File: src/rtl/reuse_ctrl_pkg.sv
// Shared parameters, entry field layout and FSM states for the
// multiplier-reuse control sequencer.
package reuse_ctrl_pkg;

    localparam int TN           = 16;
    localparam int OUT_LIMIT    = 2;
    localparam int IN_LIMIT     = 3;
    localparam int ADDR_SIZE    = 2;
    localparam int L1_SEL_WIDTH = 4;
    localparam int L2_SEL_WIDTH = 6;
    localparam int RPT_WIDTH    = 4;
    localparam int FIFO_DEPTH   = 4;

    localparam int L1_W   = TN * OUT_LIMIT * L1_SEL_WIDTH;
    localparam int L2_W   = TN * IN_LIMIT * L2_SEL_WIDTH;
    localparam int ADDR_W = TN * ADDR_SIZE;
    localparam int WEN_W  = TN;

    // entry layout, LSB first: l1, l2, rd, wr, wen, rpt, last
    localparam int L1_LSB   = 0;
    localparam int L2_LSB   = L1_LSB + L1_W;
    localparam int RD_LSB   = L2_LSB + L2_W;
    localparam int WR_LSB   = RD_LSB + ADDR_W;
    localparam int WEN_LSB  = WR_LSB + ADDR_W;
    localparam int RPT_LSB  = WEN_LSB + WEN_W;
    localparam int LAST_LSB = RPT_LSB + RPT_WIDTH;
    localparam int ENTRY_W  = LAST_LSB + 1;

    typedef enum logic [1:0] {
        ST_IDLE,
        ST_RUN,
        ST_DONE
    } state_e;

endpackage

File: src/rtl/sched_fifo.sv
// Synchronous first-word fall-through FIFO for reuse-schedule entries.
// Depth must be a power of two.
module sched_fifo #(
    parameter int W     = 8,
    parameter int DEPTH = 4
) (
    input  logic         clk,
    input  logic         rst_n,
    input  logic         push_i,
    input  logic         pop_i,
    input  logic [W-1:0] din_i,
    output logic [W-1:0] head_o,
    output logic         full_o,
    output logic         empty_o
);

    localparam int AW = $clog2(DEPTH);

    logic [W-1:0]  mem_q [DEPTH];
    logic [AW-1:0] wp_q;
    logic [AW-1:0] rp_q;
    logic [AW:0]   cnt_q;
    logic          do_push;
    logic          do_pop;

    assign full_o  = (cnt_q == (AW+1)'(DEPTH));
    assign empty_o = (cnt_q == '0);
    assign do_push = push_i && !full_o;
    assign do_pop  = pop_i && !empty_o;
    assign head_o  = mem_q[rp_q];

    always_ff @(posedge clk) begin
        if (!rst_n) begin
            wp_q  <= '0;
            rp_q  <= '0;
            cnt_q <= '0;
        end else begin
            if (do_push) wp_q <= wp_q + AW'(1);
            if (do_pop)  rp_q <= rp_q + AW'(1);
            unique case ({do_push, do_pop})
                2'b10:   cnt_q <= cnt_q + (AW+1)'(1);
                2'b01:   cnt_q <= cnt_q - (AW+1)'(1);
                default: cnt_q <= cnt_q;
            endcase
        end
    end

    always_ff @(posedge clk) begin
        if (do_push) mem_q[wp_q] <= din_i;
    end

endmodule

File: src/rtl/reuse_ctrl_seq.sv
// Replays buffered reuse-schedule entries as registered control words
// for the NFU-2A mux trees, partial-product buffers and NFU-2B.
module reuse_ctrl_seq
    import reuse_ctrl_pkg::*;
(
    input  logic               clk,
    input  logic               rst_n,
    input  logic               i_start,
    input  logic               i_sched_valid,
    output logic               o_sched_ready,
    input  logic [ENTRY_W-1:0] i_sched_entry,
    input  logic               i_nfu1_valid,
    output logic [L1_W-1:0]    o_l1_sel_lines,
    output logic [L2_W-1:0]    o_l2_sel_lines,
    output logic [ADDR_W-1:0]  o_buf_read_addr,
    output logic [ADDR_W-1:0]  o_buf_write_addr,
    output logic [WEN_W-1:0]   o_write_en,
    output logic               o_ctrl_valid,
    output logic               o_busy,
    output logic               o_done,
    output logic               o_underrun
);

    state_e               state_q, state_d;
    logic [RPT_WIDTH-1:0] cnt_q, cnt_d;
    logic                 fin_q, fin_d;
    logic                 und_q, und_d;
    logic                 vld_q, vld_d;
    logic [WEN_W-1:0]     wen_q, wen_d;
    logic [L1_W-1:0]      l1_q, l1_d;
    logic [L2_W-1:0]      l2_q, l2_d;
    logic [ADDR_W-1:0]    rd_q, rd_d;
    logic [ADDR_W-1:0]    wr_q, wr_d;

    logic [ENTRY_W-1:0]   head;
    logic                 full;
    logic                 empty;
    logic                 push;
    logic                 pop;
    logic                 beat;
    logic                 issue;
    logic                 underrun;

    assign o_sched_ready = rst_n && !full;
    assign push          = i_sched_valid && o_sched_ready;

    // fin_q marks the cycle the final word is on the outputs; beats then wait
    assign beat     = i_nfu1_valid && (state_q == ST_RUN) && !fin_q;
    assign issue    = beat && !empty;
    assign underrun = beat && empty;
    assign pop      = issue && (cnt_q == head[RPT_LSB +: RPT_WIDTH]);

    sched_fifo #(
        .W     (ENTRY_W),
        .DEPTH (FIFO_DEPTH)
    ) u_fifo (
        .clk     (clk),
        .rst_n   (rst_n),
        .push_i  (push),
        .pop_i   (pop),
        .din_i   (i_sched_entry),
        .head_o  (head),
        .full_o  (full),
        .empty_o (empty)
    );

    always_comb begin
        state_d = state_q;
        cnt_d   = cnt_q;
        fin_d   = fin_q;
        und_d   = und_q;
        vld_d   = beat;
        wen_d   = '0;
        l1_d    = l1_q;
        l2_d    = l2_q;
        rd_d    = rd_q;
        wr_d    = wr_q;
        unique case (state_q)
            ST_IDLE: begin
                if (i_start) begin
                    state_d = ST_RUN;
                    und_d   = 1'b0;
                end
            end
            ST_RUN: begin
                if (fin_q) begin
                    state_d = ST_DONE;
                    fin_d   = 1'b0;
                end
            end
            ST_DONE: state_d = ST_IDLE;
            default: state_d = ST_IDLE;
        endcase
        if (underrun) und_d = 1'b1;
        if (issue) begin
            l1_d  = head[L1_LSB +: L1_W];
            l2_d  = head[L2_LSB +: L2_W];
            rd_d  = head[RD_LSB +: ADDR_W];
            wr_d  = head[WR_LSB +: ADDR_W];
            wen_d = head[WEN_LSB +: WEN_W];
            if (pop) begin
                cnt_d = '0;
                fin_d = head[LAST_LSB];
            end else begin
                cnt_d = cnt_q + RPT_WIDTH'(1);
            end
        end
    end

    always_ff @(posedge clk) begin
        if (!rst_n) begin
            state_q <= ST_IDLE;
            cnt_q   <= '0;
            fin_q   <= 1'b0;
            und_q   <= 1'b0;
            vld_q   <= 1'b0;
            wen_q   <= '0;
            l1_q    <= '0;
            l2_q    <= '0;
            rd_q    <= '0;
            wr_q    <= '0;
        end else begin
            state_q <= state_d;
            cnt_q   <= cnt_d;
            fin_q   <= fin_d;
            und_q   <= und_d;
            vld_q   <= vld_d;
            wen_q   <= wen_d;
            l1_q    <= l1_d;
            l2_q    <= l2_d;
            rd_q    <= rd_d;
            wr_q    <= wr_d;
        end
    end

    assign o_l1_sel_lines   = l1_q;
    assign o_l2_sel_lines   = l2_q;
    assign o_buf_read_addr  = rd_q;
    assign o_buf_write_addr = wr_q;
    assign o_write_en       = wen_q;
    assign o_ctrl_valid     = vld_q;
    assign o_busy           = (state_q != ST_IDLE);
    assign o_done           = (state_q == ST_DONE);
    assign o_underrun       = und_q;

endmodule

File: config.mk
export PLATFORM = sky130hd
export DESIGN_NAME = reuse_ctrl_seq
export DESIGN_NICKNAME = d
export VERILOG_FILES = /design/src/rtl/reuse_ctrl_pkg.sv /design/src/rtl/sched_fifo.sv /design/src/rtl/reuse_ctrl_seq.sv
export SDC_FILE = /design/constraint.sdc
export NUM_CORES = 2
export LEC_CHECK = 0
export CAP_MARGIN = 20
export CORE_AREA = 2 2 390 392
export DETAILED_ROUTE_END_ITERATION = 10
export DIE_AREA = 0 0 392 394
export GPL_TIMING_DRIVEN = 0
export PLACE_DENSITY = 0.84
export SLEW_MARGIN = 25
export SYNTH_ARGS = -nofsm -noshare
export SYNTH_HDL_FRONTEND = slang
export SYNTH_SLANG_ARGS = --single-unit
File: constraint.sdc
create_clock -name clk -period 40 [get_ports clk]
set_input_delay 8 -clock clk [delete_from_list [all_inputs] [get_ports clk]]
set_output_delay 8 -clock clk [all_outputs]
set_load 0.02 [all_outputs]
**Wires at chosen ports, followed through buffers**

Bar = 100 um.
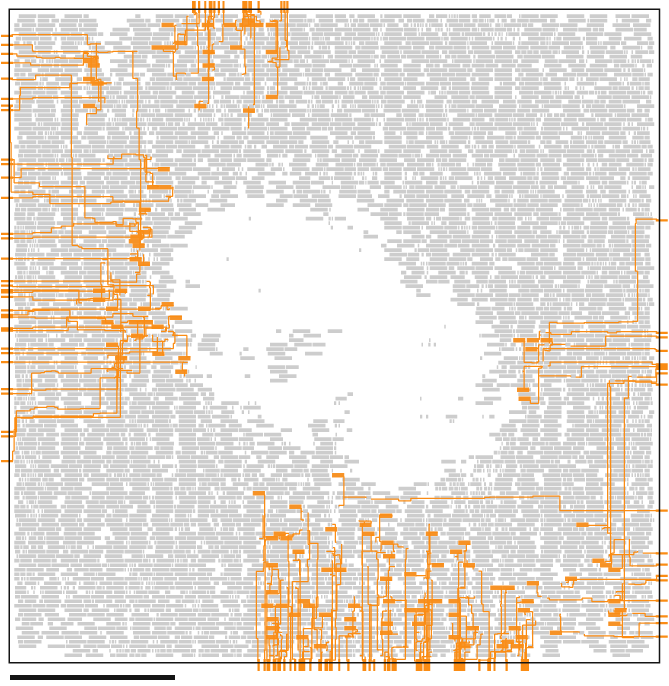
- `o_l1_sel_lines`: orange (bits 128; direction output; edge 59 bottom, 33 left, 18 top, 18 right; end cells 128; buffers 128; wire 9,970 um)
io pins: 1,007
IO Port Bufs: 1,006

**Cells coloured by class**

Fill, decap, tap and diode cells in grey.
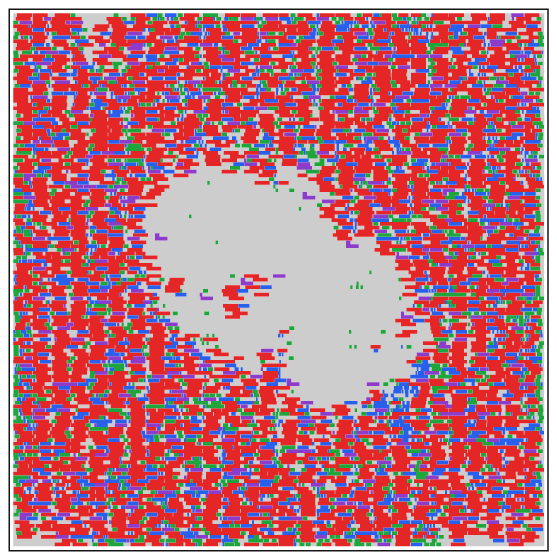
- sequential cells: red (cells 2,518; share of their area 65%)
- remaining buffers and delay cells: green (cells 1,337; share of their area 12%)
- clock drivers and dummy loads: purple (cells 438; share of their area 7.0%)
- combinational and other logic: blue (cells 2,048; share of their area 17%)

**Wiring heat map**

39 x 39 tiles, from dark blue (low) to red (high), scaled to the fullest tile. Values are wire area over tile area, all layers added.
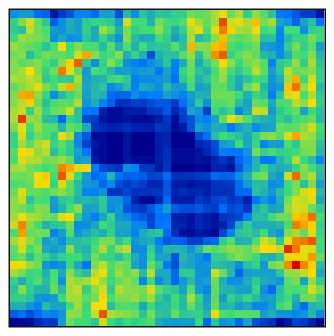
- fullest tile: 0.70
- mean over tiles: 0.29
- nearly empty tiles: 3.2%
- emptiest ninth of the die: centre
- tiles over half the peak: 36%
wire per inst: 29.58 um
vias: 51,253

**PDN straps and rails**

Bar = 100 um. Pins as bars on the die edge. Tap cells in grey.
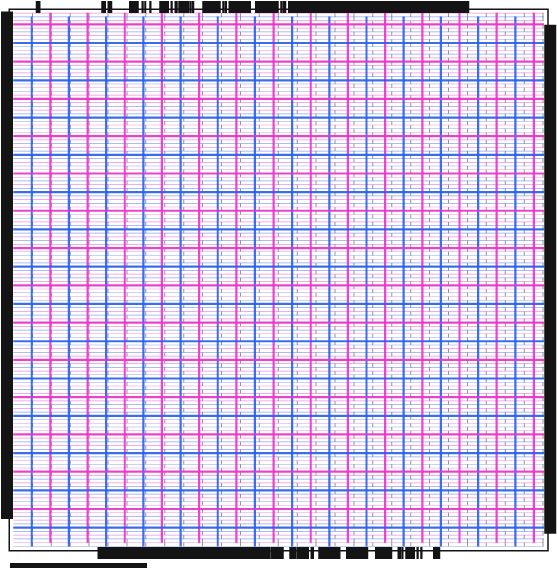
- VSS: blue
- VDD: magenta
- signal pins: 1,007
- rows: 143
core box area: 0.1507 mm2
Peak VDD IR: 0.04526 mV
die height: 394 um
DIE WIDTH: 392 um

[worst paths after layout]
kind,endpoint,slack [ps],cells after the start
max reg2reg,u_fifo.mem_q[2][381],36300,8
min,o_l2_sel_lines[146],450,2
max,o_sched_ready,21980,4
min reg2reg,o_l2_sel_lines[146],450,2
[flip-flops by register name (all words and copies together), names as in the netlist, named ones only]
register and cells:
o_buf_write_addr 32, o_l2_sel_lines 288, state_q 2, o_underrun 1
o_l1_sel_lines 128, o_write_en 16, u_fifo.wp_q 2, o_buf_read_addr 32
cnt_q 4, u_fifo.cnt_q 3, fin_q 1, u_fifo.mem_q 2004
o_ctrl_valid 1, u_fifo.rp_q 2
[logic make-up after synthesis]
family,count (synthesis)
DFF,2518
and+or+nand+nor,1018
adders and majority gates,7
buffers and inverters,288
AOI/OAI and AO/OA,494
xor gates and xnor gates,7
muxes,511
[report_power, final]
part	switching, uW	total, uW	internal (uW)
combinational	133	239	106
clock	962	2180	1220
sequential	20.4	2910	2890
[metrics by stage]
step | utilization | cells
6_report | 0.7388 | 8454
5_1_grt | 0.7385 | 8436
4_1_cts | 0.7374 | 8371
3_5_place_dp | 0.6872 | 7933
3_3_place_gp | 0.6784 | 7879
2_1_floorplan | - | 4843
[area by class of cell]
type                    count  share of cell area
plain buffers             277             0.01021
repair buffers           1060              0.1020
inverters                  11           0.0003710
clock inverters            88            0.008341
clock buffers             350             0.05971
well taps                2030             0.02282
multi-input cells        2037              0.1616
flip-flops and latches   2518              0.6331
diodes                     83            0.001866
[routing by layer]
metal	part of all wire	track usage	vias to the layer above
met4	0.061	0.1901	94
met3	0.11	0.1085	675
li1	-	-	21399
met1	0.33	0.3717	26088
met5	0.0025	0	-
met2	0.49	0.5128	2997
==> flow_metrics.env <==
# yosys + openroad results
export IMPL_max_cap_viol_count=0
export IMPL_synth_area_per_cell_um2=18.50
export IMPL_hold_viol_final=0
export IMPL_firstDrtPassIters=6
export IMPL_clock_sinks=2518
export IMPL_max_freq_mhz=55.49
export IMPL_area_leaders="edfxtp_1 67%, mux4_2 13%, dfxtp_1 11%, nand2_1 4.1%, a21oi_1 2.7%"
export IMPL_ff_type="edfxtp_1"
export IMPL_fp_util=0.5947
export IMPL_fin_skew_ps=58.89
export IMPL_yosysTopAreaCell="edfxtp_1"
export IMPL_cp_data_arrival_time_ps=10020
export IMPL_synth_flops=2518
export IMPL_log_warning_count=30
export IMPL_cts_root_buffer="clkbuf_16"
export IMPL_ys_async_sr_fraction=0
export IMPL_hp_start="o_l2_sel_lines[146]"
export IMPL_totalWireLength_um=250100
export IMPL_syn_to_final_growth_pct=24.24
export IMPL_grt_overflow=0
export IMPL_synth_edff_count=2004
export IMPL_yosys_warnings=0
export IMPL_finalCriticalPeriod_ps=18020
export IMPL_chip_area_mm2=0.1544
export IMPL_synthXorXnorAreaFrac=0.0006843
export IMPL_critPathMaxFanout=6
export IMPL_status="completed"
export IMPL_place_congestion=0.8482
export IMPL_top_logic_kind="multiplexers"
export IMPL_crit_top_cell="clkdlybuf4s50_1"
export IMPL_drtIter0Drc=5167
export IMPL_ys_cells=4843
export IMPL_rows=143
export IMPL_postSynthSeqShare=0.7865
export IMPL_total_power_uw=5334
export IMPL_layout_top_cell="edfxtp_1"
export IMPL_nets=6647
export IMPL_powerDensity_mw_per_mm2=47.92
export IMPL_worstMarginPinSlew_ps=1164
export IMPL_leakagePower_uw=0.03473
export IMPL_hold_buffers=0
export IMPL_cts_htree_levels=4
export IMPL_numCtsBuffers=229
export IMPL_grt_pass1_vias=52422
export IMPL_yosysMostFrequentCell="edfxtp_1"
export IMPL_cts_tree="done"
export IMPL_postRouteAntennaNets=0
export IMPL_fin_tns_setup_ps=0
export IMPL_cts_max_path_buffers=3
export IMPL_nFillCells=8182
export IMPL_yosys_area_mm2=0.08959
export IMPL_fp_nets=5356
export IMPL_cts_resized=0
export IMPL_ys_sh_mux=0.1268
export IMPL_crit_family="buffers and inverters"
export IMPL_critPathMaxStageDelay_ps=820
export IMPL_hp_class="reg -> reg"
export IMPL_synth_cell_types=40
export IMPL_grt_max_degree=45
export IMPL_via_per_inst=6.063
export IMPL_post_cts_buffers=0
export IMPL_track_usage=0.3186
export IMPL_hpwl_um=164500
export IMPL_path_buffers=3
export IMPL_cp_slowest_cell="clkdlybuf4s50_1"
export IMPL_setup_worst_path_start="rst_n"
export IMPL_synth_cellmix_simpleShare=0.04406
export IMPL_final_cell_mix="2,004 x edfxtp_1, 1,006 x clkdlybuf4s50_1, 968 x nand2_1"
export IMPL_grt_setup_unrepaired="no"
export IMPL_cp_required_ps=32000
export IMPL_setup_viol=0
export IMPL_antenna_found_initial=132
export IMPL_maxSlewViolCount=0
export IMPL_final_seq_area_mm2=0.07047
